<file path="src/rtl/multicycle_main_control.sv">
`default_nettype none
// ============================================================================
//  Module   : multicycle_main_control
//  Purpose  : Main control FSM for a multicycle MIPS datapath. Decodes the
//             opcode, sequences fetch/decode/execute/memory/writeback, drives
//             every datapath enable and stalls memory states on mem_ready.
//  Revision : 1.0 - initial release
// ============================================================================
module multicycle_main_control #(
    parameter bit MEM_WAIT_EN = 1'b1
) (
    input  logic       clk,
    input  logic       rst,
    input  logic [5:0] opcode,
    input  logic       mem_ready,
    output logic [3:0] state,
    output logic [1:0] alu_op,
    output logic       alu_src_a,
    output logic [1:0] alu_src_b,
    output logic [1:0] pc_source,
    output logic       pc_write,
    output logic       pc_write_cond,
    output logic       iord,
    output logic       mem_read,
    output logic       mem_write,
    output logic       ir_write,
    output logic       reg_dst,
    output logic       mem_to_reg,
    output logic       reg_write,
    output logic       instr_done,
    output logic       illegal
);

    localparam logic [5:0] c_op_rtype = 6'b000000;
    localparam logic [5:0] c_op_addi  = 6'b001000;
    localparam logic [5:0] c_op_slti  = 6'b001010;
    localparam logic [5:0] c_op_lw    = 6'b100011;
    localparam logic [5:0] c_op_sw    = 6'b101011;
    localparam logic [5:0] c_op_beq   = 6'b000100;
    localparam logic [5:0] c_op_j     = 6'b000010;

    typedef enum logic [3:0] {
        S_FETCH   = 4'd0,
        S_DECODE  = 4'd1,
        S_MEM_ADR = 4'd2,
        S_MEM_RD  = 4'd3,
        S_MEM_WB  = 4'd4,
        S_MEM_WR  = 4'd5,
        S_R_EX    = 4'd6,
        S_R_WB    = 4'd7,
        S_BEQ_EX  = 4'd8,
        S_ADDI_EX = 4'd9,
        S_SLTI_EX = 4'd10,
        S_I_WB    = 4'd11,
        S_J_EX    = 4'd12,
        S_TRAP    = 4'd15
    } state_t;

    state_t state_q, state_d;
    logic   w_ready;

    // With waiting disabled, memory is treated as always complete.
    assign w_ready = MEM_WAIT_EN ? mem_ready : 1'b1;
    assign state   = state_q;

    // State register with asynchronous reset back to FETCH.
    always_ff @(posedge clk or posedge rst) begin
        if (rst) begin
            state_q <= S_FETCH;
        end else begin
            state_q <= state_d;
        end
    end

    // Next-state decode.
    always_comb begin
        state_d = state_q;
        case (state_q)
            S_FETCH:   if (w_ready) state_d = S_DECODE;
            S_DECODE: begin
                case (opcode)
                    c_op_lw, c_op_sw: state_d = S_MEM_ADR;
                    c_op_rtype:       state_d = S_R_EX;
                    c_op_beq:         state_d = S_BEQ_EX;
                    c_op_addi:        state_d = S_ADDI_EX;
                    c_op_slti:        state_d = S_SLTI_EX;
                    c_op_j:           state_d = S_J_EX;
                    default:          state_d = S_TRAP;
                endcase
            end
            // IR is frozen here, so the opcode still identifies lw vs sw.
            S_MEM_ADR: state_d = (opcode == c_op_sw) ? S_MEM_WR : S_MEM_RD;
            S_MEM_RD:  if (w_ready) state_d = S_MEM_WB;
            S_MEM_WR:  if (w_ready) state_d = S_FETCH;
            S_R_EX:    state_d = S_R_WB;
            S_ADDI_EX: state_d = S_I_WB;
            S_SLTI_EX: state_d = S_I_WB;
            S_MEM_WB, S_R_WB, S_I_WB, S_BEQ_EX, S_J_EX: state_d = S_FETCH;
            S_TRAP:    state_d = S_TRAP;
            default:   state_d = S_FETCH;
        endcase
    end

    // Moore outputs (plus mem_ready qualifiers); all forced low during reset
    // so no enable can fire once rst rises, even mid-instruction.
    always_comb begin
        alu_op        = 2'b00;
        alu_src_a     = 1'b0;
        alu_src_b     = 2'b00;
        pc_source     = 2'b00;
        pc_write      = 1'b0;
        pc_write_cond = 1'b0;
        iord          = 1'b0;
        mem_read      = 1'b0;
        mem_write     = 1'b0;
        ir_write      = 1'b0;
        reg_dst       = 1'b0;
        mem_to_reg    = 1'b0;
        reg_write     = 1'b0;
        instr_done    = 1'b0;
        illegal       = 1'b0;
        if (!rst) begin
            case (state_q)
                S_FETCH: begin
                    mem_read  = 1'b1;
                    alu_src_b = 2'b01;
                    alu_op    = 2'b11;
                    ir_write  = w_ready;
                    pc_write  = w_ready;
                end
                S_DECODE: begin
                    alu_src_b = 2'b11;
                    alu_op    = 2'b11;
                end
                S_MEM_ADR, S_ADDI_EX: begin
                    alu_src_a = 1'b1;
                    alu_src_b = 2'b10;
                    alu_op    = 2'b11;
                end
                S_SLTI_EX: begin
                    alu_src_a = 1'b1;
                    alu_src_b = 2'b10;
                    alu_op    = 2'b10;
                end
                S_MEM_RD: begin
                    iord     = 1'b1;
                    mem_read = 1'b1;
                end
                S_MEM_WR: begin
                    iord       = 1'b1;
                    mem_write  = 1'b1;
                    instr_done = w_ready;
                end
                S_MEM_WB: begin
                    mem_to_reg = 1'b1;
                    reg_write  = 1'b1;
                    instr_done = 1'b1;
                end
                S_R_EX: begin
                    alu_src_a = 1'b1;
                end
                S_R_WB: begin
                    reg_dst    = 1'b1;
                    reg_write  = 1'b1;
                    instr_done = 1'b1;
                end
                S_I_WB: begin
                    reg_write  = 1'b1;
                    instr_done = 1'b1;
                end
                S_BEQ_EX: begin
                    alu_src_a     = 1'b1;
                    alu_op        = 2'b01;
                    pc_write_cond = 1'b1;
                    pc_source     = 2'b01;
                    instr_done    = 1'b1;
                end
                S_J_EX: begin
                    pc_write   = 1'b1;
                    pc_source  = 2'b10;
                    instr_done = 1'b1;
                end
                S_TRAP: begin
                    illegal = 1'b1;
                end
                default: ;
            endcase
        end
    end

endmodule
`default_nettype wire

</file>
<file path="config.mk">
export PLATFORM = sky130hd
export DESIGN_NAME = multicycle_main_control
export DESIGN_NICKNAME = d
export VERILOG_FILES = /design/src/rtl/multicycle_main_control.sv
export SDC_FILE = /design/constraint.sdc
export NUM_CORES = 1
export LEC_CHECK = 0
export ABC_AREA = 1
export CORE_MARGIN = 5
export CORE_UTILIZATION = 41
export CTS_CLUSTER_SIZE = 20
export DETAILED_ROUTE_END_ITERATION = 16
export GPL_TIMING_DRIVEN = 0
export PLACE_DENSITY = 0.9
export SLEW_MARGIN = 30
export SYNTH_ARGS = -nofsm -noshare
export SYNTH_HDL_FRONTEND = slang
export SYNTH_SLANG_ARGS = --single-unit
</file>
<file path="constraint.sdc">
create_clock -name clk -period 2.2 [get_ports clk]
set_input_delay 0.44 -clock clk [delete_from_list [all_inputs] [get_ports clk]]
set_output_delay 0.44 -clock clk [all_outputs]
set_load 0.02 [all_outputs]
</file>
**Routing congestion map**

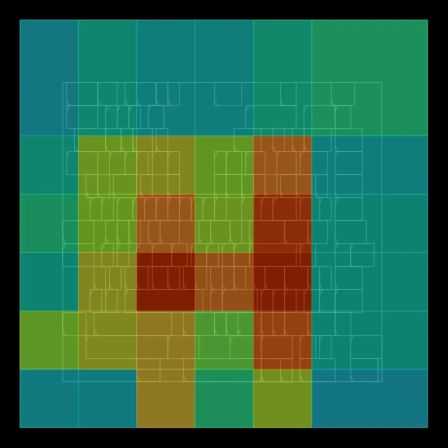
All-Layer GR Usage: 16.5%
M1 GR Usage: 17.1%

**I/O nets highlighted**

(10 px per um)
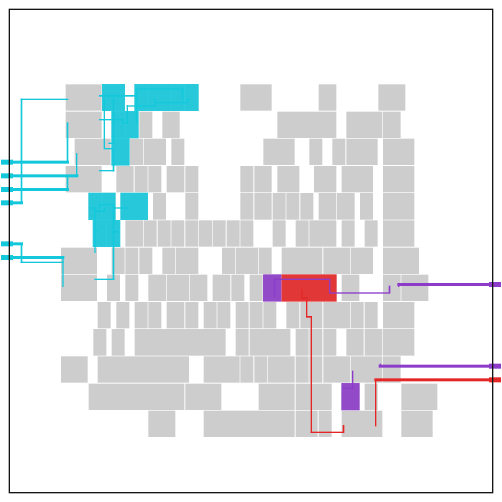
legend:
  opcode:
    colour: cyan
    direction: input
    end_cells: 13
    wire: 113 um
  alu_src_b:
    colour: purple
    direction: output
    end_cells: 2
    wire: 37.9 um
  alu_src_a:
    colour: red
    direction: output
    end_cells: 1
    wire: 34.9 um
num ports: 31
Port Buf Inserts: 30

-- metrics by stage --
step	cell area (sq um)	utilization (%)	hold WS, ns	setup TNS, ns
after floorplan	599	-	0.231	0
after global placement	918	68.9	0.564	-4.18
after detailed placement	918	68.9	0.574	-4.38
after CTS	936	70.2	0.524	-0.00142
after global routing	945	70.8	0.612	-0.0221
final	945	70.8	0.589	0
-- power by group --
part | leakage [nW] | internal [mW] | switching (mW)
clock network | 0.0138 | 0.0609 | 0.0287
registers | 0.0485 | 0.113 | 0.0577
logic | 0.462 | 0.306 | 0.541
total | 0.525 | 0.479 | 0.627
-- layer usage --
metal | up-vias | share of wire (%)
met5 | - | 0
met4 | 0 | 0.81
met3 | 2 | 14
met2 | 43 | 48
met1 | 373 | 38
li1 | 425 | -
==> impl_metrics.env <==
# flow metrics
export IMPL_synth_warnings=0
export IMPL_worstPathCellList="clkdlybuf4s50_1 > inv_2 > nand2_1 > o22ai_1 > clkdlybuf4s15_1"
export IMPL_dominant_cells="combinational gates"
export IMPL_simple_gate_area_share_pct=54.4
export IMPL_gr_usage_met2_pct=32.0
export IMPL_drv_cap=0
export IMPL_gp_congestion=0.901
export IMPL_r2r_cells=10
export IMPL_ys_sh_adder_pct=0
export IMPL_setup_viol=0
export IMPL_finalClockSkew_ns=0.00858
export IMPL_period_used_pct=97.9
export IMPL_setup_ws_ns=0.0458
export IMPL_hold_class="reg2reg"
export IMPL_cts_path_max_buffers=2
export IMPL_cts_root_buf="clkbuf_4"
export IMPL_antenna_found_initial=0
export IMPL_synth_main_ff_cell="dfrtp_1"
export IMPL_yosys_area_sq_um=598
export IMPL_ys_flops=4
export IMPL_clk_latency_ns=0.24
export IMPL_layout_nets=160
export IMPL_sh_seq_area_pct=10.7
export IMPL_warning_count=27
export IMPL_clockBufferCount=3
export IMPL_comb_cell_share_pct=44.4
export IMPL_min_period_ns=2.15
export IMPL_ys_async_sr_fraction_pct=100
export IMPL_vdd_drop_max_uv=1050
export IMPL_arrival_ns=1.71
export IMPL_busiest_layer="met2"
export IMPL_nFillCells=118
export IMPL_tightestPinTransition_ns=0.318
export IMPL_critical_path_max_stage_delay_ns=0.53
export IMPL_worst_r2r_setup_slack_ns=0.78
export IMPL_yosysCellCount=113
export IMPL_drt_total_wl_um=1840
export IMPL_grt_pass1_vias=713
export IMPL_synth_area_mux_share_pct=0
export IMPL_regArea_sq_um=101
export IMPL_clockNetworkAreaShare_pct=2.38
export IMPL_ff_count=4
export IMPL_crit_cells=5
export IMPL_taps=15
export IMPL_ys_sh_aoi_pct=13.8
export IMPL_reg2reg_to="state[0]$_DFFE_PP0P_"
export IMPL_synth_nets=122
export IMPL_clkTransAtPathRegs_ns=0.03
export IMPL_post_cts_buffers=0
export IMPL_holdBufCountCts=0
export IMPL_netlist_area_sq_um=598
export IMPL_drt_iter0_drc=26
export IMPL_num_antenna_cells=0
export IMPL_xor_share_pct=0
export IMPL_drive_above_1_share_pct=20.1
export IMPL_final_cell_mix="nand2_1, nor2_1, inv_1"
export IMPL_cts_tree="built"
export IMPL_slew_headroom_pct=78.8
export IMPL_postSynthSeqShare_pct=16.7
export IMPL_htree_levels=1
export IMPL_min_delay_start="state[0]$_DFFE_PP0P_"
export IMPL_buffer_area_share_pct=32.2
export IMPL_grt_ovfl_total=0
export IMPL_layout_top_cell="nand2_1"
export IMPL_grtUsageMet3_pct=3.69
export IMPL_die_area_sq_um=2320
export IMPL_startpoint="rst"
export IMPL_synth_cell_types=23
export IMPL_min_to="state[0]$_DFFE_PP0P_"
export IMPL_clock_sinks=4
export IMPL_synth_area_leader_cell="nand2_1"
export IMPL_status="finished, final reports clean"
export IMPL_leakage_nw=0.525
export IMPL_cp_max_fo=5
export IMPL_die_height_um=48.2
export IMPL_top_cells_by_area="nand2_1, dfrtp_1, nor2_1"
export IMPL_cts_repair_resized=30
export IMPL_powerDensity_nw_per_um2=1170
export IMPL_ys_top_logic_family="simple AND/OR/NAND/NOR gates"
export IMPL_largest_reg_flops=4
export IMPL_grt_max_degree=11
export IMPL_hold_path_cell_count=2
export IMPL_cts_made_buffers=3
export IMPL_edf_count=0
export IMPL_syn_to_final_growth_pct=57.9
export IMPL_grt_pass1_wl_um=2760
export IMPL_hold_viol_final=0
export IMPL_logic_gates=86
export IMPL_vias_per_cell=5.14
export IMPL_avgSynthCellArea_sq_um=5.29
export IMPL_critPathCaptureType="output pin"
export IMPL_ant_nets=0
export IMPL_synth_cells_most_frequent="nand2_1, nor2_1, inv_1"
export IMPL_rows=13
export IMPL_finalPower_mw=1.11
export IMPL_crit_path_start_kind="input port"
Power is estimated from default activity; no workload was simulated.
